===== src/rtl/cfg_pkg.sv =====
// Shared definitions for the host-link configuration path: FSM states, frame
// constants and width helpers also used by the register decoders.
package cfg_pkg;

  typedef enum logic [2:0] {
    HUNT,
    ADDR,
    DATA,
    CSUM,
    WRITE
  } cfg_state_e;

  localparam logic [7:0] SYNC_BYTE_DEF = 8'hA5;

  // Bits needed to represent 0..max_val; never less than one bit.
  function automatic int width_of(input int max_val);
    return (max_val < 2) ? 1 : $clog2(max_val + 1);
  endfunction

  // Whole bytes needed to carry a value of the given bit width.
  function automatic int num_bytes(input int width);
    return (width + 7) / 8;
  endfunction

endpackage


===== src/rtl/cfg_timeout.sv =====
// Inter-byte watchdog: loadable down-counter that pulses expire when TIMEOUT
// cycles pass after a load with neither a new load nor a clear.
module cfg_timeout
  import cfg_pkg::*;
#(
  parameter int TIMEOUT = 1000,
  localparam int CNT_W = width_of(TIMEOUT)
) (
  input  logic clk,
  input  logic rst,
  input  logic load,
  input  logic clear,
  output logic expire
);

  logic [CNT_W-1:0] count_reg;
  logic [CNT_W-1:0] count_next;

  always_comb begin
    count_next = count_reg;
    if (load) begin
      count_next = CNT_W'(TIMEOUT);
    end else if (clear) begin
      count_next = '0;
    end else if (count_reg != '0) begin
      count_next = count_reg - CNT_W'(1);
    end
  end

  always_ff @(posedge clk) begin
    if (rst) begin
      count_reg <= '0;
    end else begin
      count_reg <= count_next;
    end
  end

  // A fresh load in the final cycle wins over expiry.
  assign expire = !load && !clear && (count_reg == CNT_W'(1));

endmodule


===== src/rtl/cfg_writer.sv =====
// Host byte stream -> parameter-bus bridge: frames SYNC, ADDR, data bytes (MSB
// first) become a one-cycle en write. Define CFG_WRITER_CSUM_EN for an XOR checksum byte.
module cfg_writer
  import cfg_pkg::*;
#(
  parameter int         DATA_MAX  = 255,
  parameter int         ADDR_MAX  = 4,
  parameter logic [7:0] SYNC_BYTE = SYNC_BYTE_DEF,
  parameter int         TIMEOUT   = 1000,
  localparam int        DATA_W    = width_of(DATA_MAX),
  localparam int        ADDR_W    = width_of(ADDR_MAX)
) (
  input  logic              clk,
  input  logic              rst,
  input  logic [7:0]        rx_data,
  input  logic              rx_valid,
  output logic              rx_ready,
  output logic [DATA_W-1:0] data,
  output logic [ADDR_W-1:0] addr,
  output logic              en,
  output logic              err,
  output logic              busy
);

  localparam int               NB         = num_bytes(DATA_W);
  localparam int               SH_W       = NB * 8;
  localparam int               BCNT_W     = width_of(NB);
  localparam logic [BCNT_W-1:0] LAST_BYTE = BCNT_W'(NB - 1);
  localparam logic [7:0]       ADDR_MAX_B = 8'(ADDR_MAX);

  cfg_state_e        state_reg, state_next;
  logic [7:0]        addr_byte_reg, addr_byte_next;
  logic [SH_W-1:0]   shift_reg, shift_next;
  logic [BCNT_W-1:0] byte_cnt_reg, byte_cnt_next;
  logic [DATA_W-1:0] data_reg, data_next;
  logic [ADDR_W-1:0] addr_reg, addr_next;
  logic              en_reg, en_next;
  logic              err_reg, err_next;

  logic accept;
  logic addr_ok;
  logic expire;
  logic timer_clear;

`ifdef CFG_WRITER_CSUM_EN
  logic [7:0] csum_reg, csum_next;
  logic       csum_ok;
`endif

  assign rx_ready    = (state_reg != WRITE);
  assign accept      = rx_valid && rx_ready;
  assign addr_ok     = (addr_byte_reg <= ADDR_MAX_B);
  assign timer_clear = (state_reg == HUNT) || (state_reg == WRITE);

  cfg_timeout #(
    .TIMEOUT(TIMEOUT)
  ) u_timeout (
    .clk   (clk),
    .rst   (rst),
    .load  (accept),
    .clear (timer_clear),
    .expire(expire)
  );

  always_comb begin
    state_next     = state_reg;
    addr_byte_next = addr_byte_reg;
    shift_next     = shift_reg;
    byte_cnt_next  = byte_cnt_reg;
    data_next      = data_reg;
    addr_next      = addr_reg;
    en_next        = 1'b0;
    err_next       = 1'b0;
`ifdef CFG_WRITER_CSUM_EN
    csum_next      = csum_reg;
    csum_ok        = (rx_data == csum_reg);
`endif

    case (state_reg)
      HUNT: begin
        if (accept && (rx_data == SYNC_BYTE)) begin
          state_next = ADDR;
        end
      end

      ADDR: begin
        if (accept) begin
          addr_byte_next = rx_data;
          byte_cnt_next  = '0;
          shift_next     = '0;
          state_next     = DATA;
`ifdef CFG_WRITER_CSUM_EN
          csum_next      = rx_data;
`endif
        end else if (expire) begin
          err_next   = 1'b1;
          state_next = HUNT;
        end
      end

      DATA: begin
        if (accept) begin
          shift_next    = SH_W'({shift_reg, rx_data});
          byte_cnt_next = byte_cnt_reg + BCNT_W'(1);
`ifdef CFG_WRITER_CSUM_EN
          csum_next     = csum_reg ^ rx_data;
          if (byte_cnt_reg == LAST_BYTE) begin
            state_next = CSUM;
          end
`else
          // Outputs are loaded on the way into WRITE so they are valid with en.
          if (byte_cnt_reg == LAST_BYTE) begin
            state_next = WRITE;
            if (addr_ok) begin
              en_next   = 1'b1;
              data_next = shift_next[DATA_W-1:0];
              addr_next = addr_byte_reg[ADDR_W-1:0];
            end else begin
              err_next = 1'b1;
            end
          end
`endif
        end else if (expire) begin
          err_next   = 1'b1;
          shift_next = '0;
          state_next = HUNT;
        end
      end

`ifdef CFG_WRITER_CSUM_EN
      CSUM: begin
        if (accept) begin
          if (!csum_ok) begin
            err_next   = 1'b1;
            state_next = HUNT;
          end else begin
            state_next = WRITE;
            if (addr_ok) begin
              en_next   = 1'b1;
              data_next = shift_reg[DATA_W-1:0];
              addr_next = addr_byte_reg[ADDR_W-1:0];
            end else begin
              err_next = 1'b1;
            end
          end
        end else if (expire) begin
          err_next   = 1'b1;
          shift_next = '0;
          state_next = HUNT;
        end
      end
`endif

      WRITE: begin
        state_next = HUNT;
      end

      default: begin
        state_next = HUNT;
      end
    endcase
  end

  always_ff @(posedge clk) begin
    if (rst) begin
      state_reg     <= HUNT;
      addr_byte_reg <= '0;
      shift_reg     <= '0;
      byte_cnt_reg  <= '0;
      data_reg      <= '0;
      addr_reg      <= '0;
      en_reg        <= 1'b0;
      err_reg       <= 1'b0;
    end else begin
      state_reg     <= state_next;
      addr_byte_reg <= addr_byte_next;
      shift_reg     <= shift_next;
      byte_cnt_reg  <= byte_cnt_next;
      data_reg      <= data_next;
      addr_reg      <= addr_next;
      en_reg        <= en_next;
      err_reg       <= err_next;
    end
  end

`ifdef CFG_WRITER_CSUM_EN
  always_ff @(posedge clk) begin
    if (rst) begin
      csum_reg <= '0;
    end else begin
      csum_reg <= csum_next;
    end
  end
`endif

  assign data = data_reg;
  assign addr = addr_reg;
  assign en   = en_reg;
  assign err  = err_reg;
  assign busy = (state_reg != HUNT);

endmodule

===== config.mk =====
export PLATFORM = sky130hd
export DESIGN_NAME = cfg_writer
export DESIGN_NICKNAME = d
export VERILOG_FILES = /design/src/rtl/cfg_pkg.sv /design/src/rtl/cfg_timeout.sv /design/src/rtl/cfg_writer.sv
export SDC_FILE = /design/constraint.sdc
export NUM_CORES = 1
export LEC_CHECK = 0
export ABC_AREA = 1
export CAP_MARGIN = 0
export CORE_AREA = 5 5 67 69
export CTS_CLUSTER_SIZE = 28
export DETAILED_ROUTE_END_ITERATION = 8
export DIE_AREA = 0 0 72 74
export MAX_ROUTING_LAYER = met4
export PLACE_DENSITY = 0.7
export SLEW_MARGIN = 15
export SYNTH_ARGS = -nofsm -noshare
export SYNTH_HDL_FRONTEND = slang
export SYNTH_SLANG_ARGS = --single-unit

===== constraint.sdc =====
create_clock -name clk -period 1.4 [get_ports clk]
set_input_delay 0.28 -clock clk [delete_from_list [all_inputs] [get_ports clk]]
set_output_delay 0.28 -clock clk [all_outputs]
set_load 0.01 [all_outputs]

==> flow_metrics.env <==
# source this file to load flow results
export IMPL_critPathTopFamily="simple AND/OR/NAND/NOR gates"
export IMPL_layout_top_cell="nor2_1"
export IMPL_syn2layout_area_growth_pct=44.7
export IMPL_ys_warn_count=0
export IMPL_endpoint_kind="flip-flop"
export IMPL_crit_path_max_incr_delay_ns=0.33
export IMPL_top_logic_kind="simple AND/OR/NAND/NOR gates"
export IMPL_setup_slack_ns=-0.00711
export IMPL_drv_cap=0
export IMPL_crit_buf_inv=2
export IMPL_reg2reg_to="data[4]$_SDFFE_PP0P_"
export IMPL_hold_depth=2
export IMPL_finalPower_mw=4.32
export IMPL_cts_resized=24
export IMPL_ff_type="dfxtp_1"
export IMPL_p_switching_mw=1.66
export IMPL_finalCriticalPeriod_ns=1.41
export IMPL_timing_slew_headroom=0.811
export IMPL_clkPwrFrac=0.212
export IMPL_path_depth=8
export IMPL_power_density_nw_per_um2=1830
export IMPL_final_area_um2=2360
export IMPL_start_kind="flip-flop"
export IMPL_n_antenna_cell=0
export IMPL_wl_per_cell_um=11.8
export IMPL_drive_gt1_frac=0.260
export IMPL_via_count=1698
export IMPL_synth_area_um2=1630
export IMPL_synth_seq_share=0.430
export IMPL_antenna_found_initial=0
export IMPL_finalHoldViolCount=0
export IMPL_dr_first_iter_drc_count=125
export IMPL_detail_route_vias_per_cell=4.91
export IMPL_violations="negative setup slack"
export IMPL_synth_edff_count=0
export IMPL_portBuffers=25
export IMPL_overflow=0
export IMPL_cp_max_fo=8
export IMPL_setup_tns_ns=-0.00711
export IMPL_critPathKind="reg2reg"
export IMPL_finalSetupViolCount=1
export IMPL_ys_sh_aoi=0.132
export IMPL_die_area_um2=5330
export IMPL_fin_skew_ns=0.00652
export IMPL_max_freq_mhz=711
export IMPL_startpoint="state_reg[1]$_SDFFE_PP0P_"
export IMPL_drtAntennaViolNets=0
export IMPL_yosys_area_share_adder=0.0230
export IMPL_min_delay_start="addr_byte_reg[6]$_SDFFE_PP0P_"
export IMPL_p_seq_mw=1.35
export IMPL_finalWirelength_um=4090
export IMPL_holdPathEnd="addr_byte_reg[6]$_SDFFE_PP0P_"
export IMPL_clock_path_buffers=2
export IMPL_dp_cells=336
export IMPL_seqPwrFrac=0.312
export IMPL_grt_max_degree=18
export IMPL_synth_top_cell_area_share=0.430
export IMPL_status="finished with violations"
export IMPL_hold_class="reg2reg"
export IMPL_p_int_mw=2.66
==> final cells by class <==
| cell class | instances | area [um^2] | area share |
|---|---|---|---|
| sequential | 35 | 704 | 0.299 |
| clock inverter | 3 | 43.8 | 0.0186 |
| timing repair buffer | 60 | 509 | 0.216 |
| multi-input combinational | 161 | 840 | 0.356 |
| inverter | 31 | 124 | 0.0525 |
| clock buffer | 5 | 68.8 | 0.0292 |
| tap | 50 | 62.6 | 0.0265 |
| timing repair inverter | 1 | 6.26 | 0.00265 |
==> tightest hold or removal path: stages (launching register included) <==
cell and delay [ns]:
dfxtp_1 0.30, inv_1 0.06, a21oi_1 0.06
==> per-layer routing <==
layer	global-route usage	up-vias	share of wire
li1	-	864	-
met1	0.207	783	0.45
met2	0.252	40	0.47
met3	0.0527	11	0.056
met4	0.0710	0	0.023
met5	-	-	0
**Sizing map**

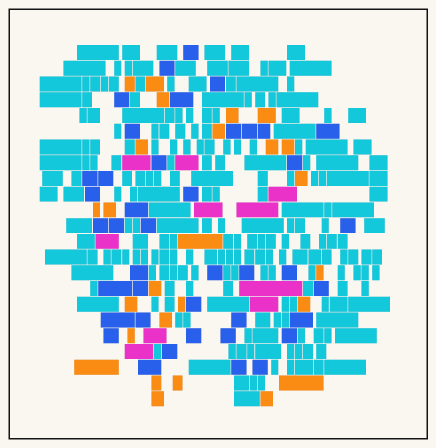
_6 and larger: drawn in magenta, cells 10, share 3.4%. _3 and _4 cells: drawn in blue, cells 41, share 14%. _0 and _1 cells: drawn in cyan, cells 219, share 74%. _2 cells: drawn in orange, cells 26, share 8.8%.

**Placement density heat map**

7 x 7 tiles, from white (low) to dark blue (high), 0 to 100% covered.
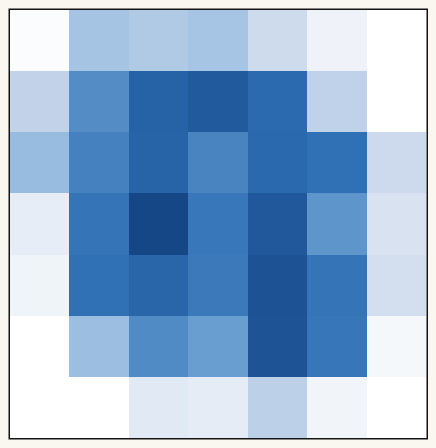
14% of the tiles are nearly empty. The fullest tile reaches 91%. 20% of the tiles are over 75% full.

**Placement view**

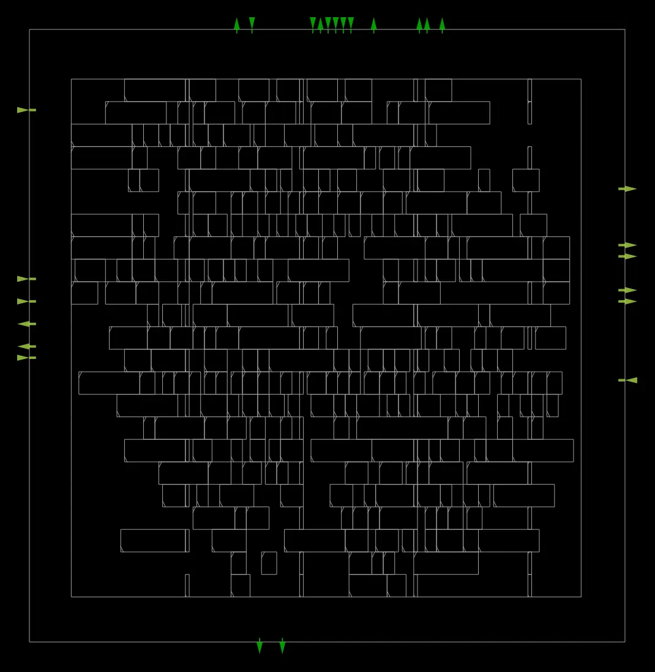
Layout Cells excl Fill: 346
core box area: 3860 um^2
Core Rows: 23
fill cell total of the finished layout: 360

**Layout detail**

Region (44, 46) to (64, 66) um. Cells in grey, sequential cells in the stronger grey; small squares are vias.
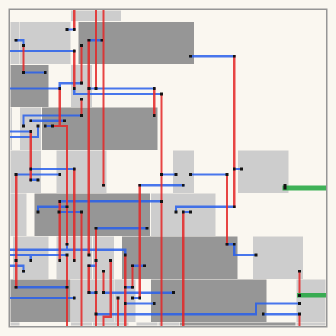
metal 1: drawn in blue. metal 3: drawn in green. metal 2: drawn in red.
Netlist names of flops here include data (4). 21 logic cells have their middle in the window. Most frequent: dfxtp_1 (6), nor2_1 (5), dlygate4sd2_1 (5). Sequential cells in the window: 6.

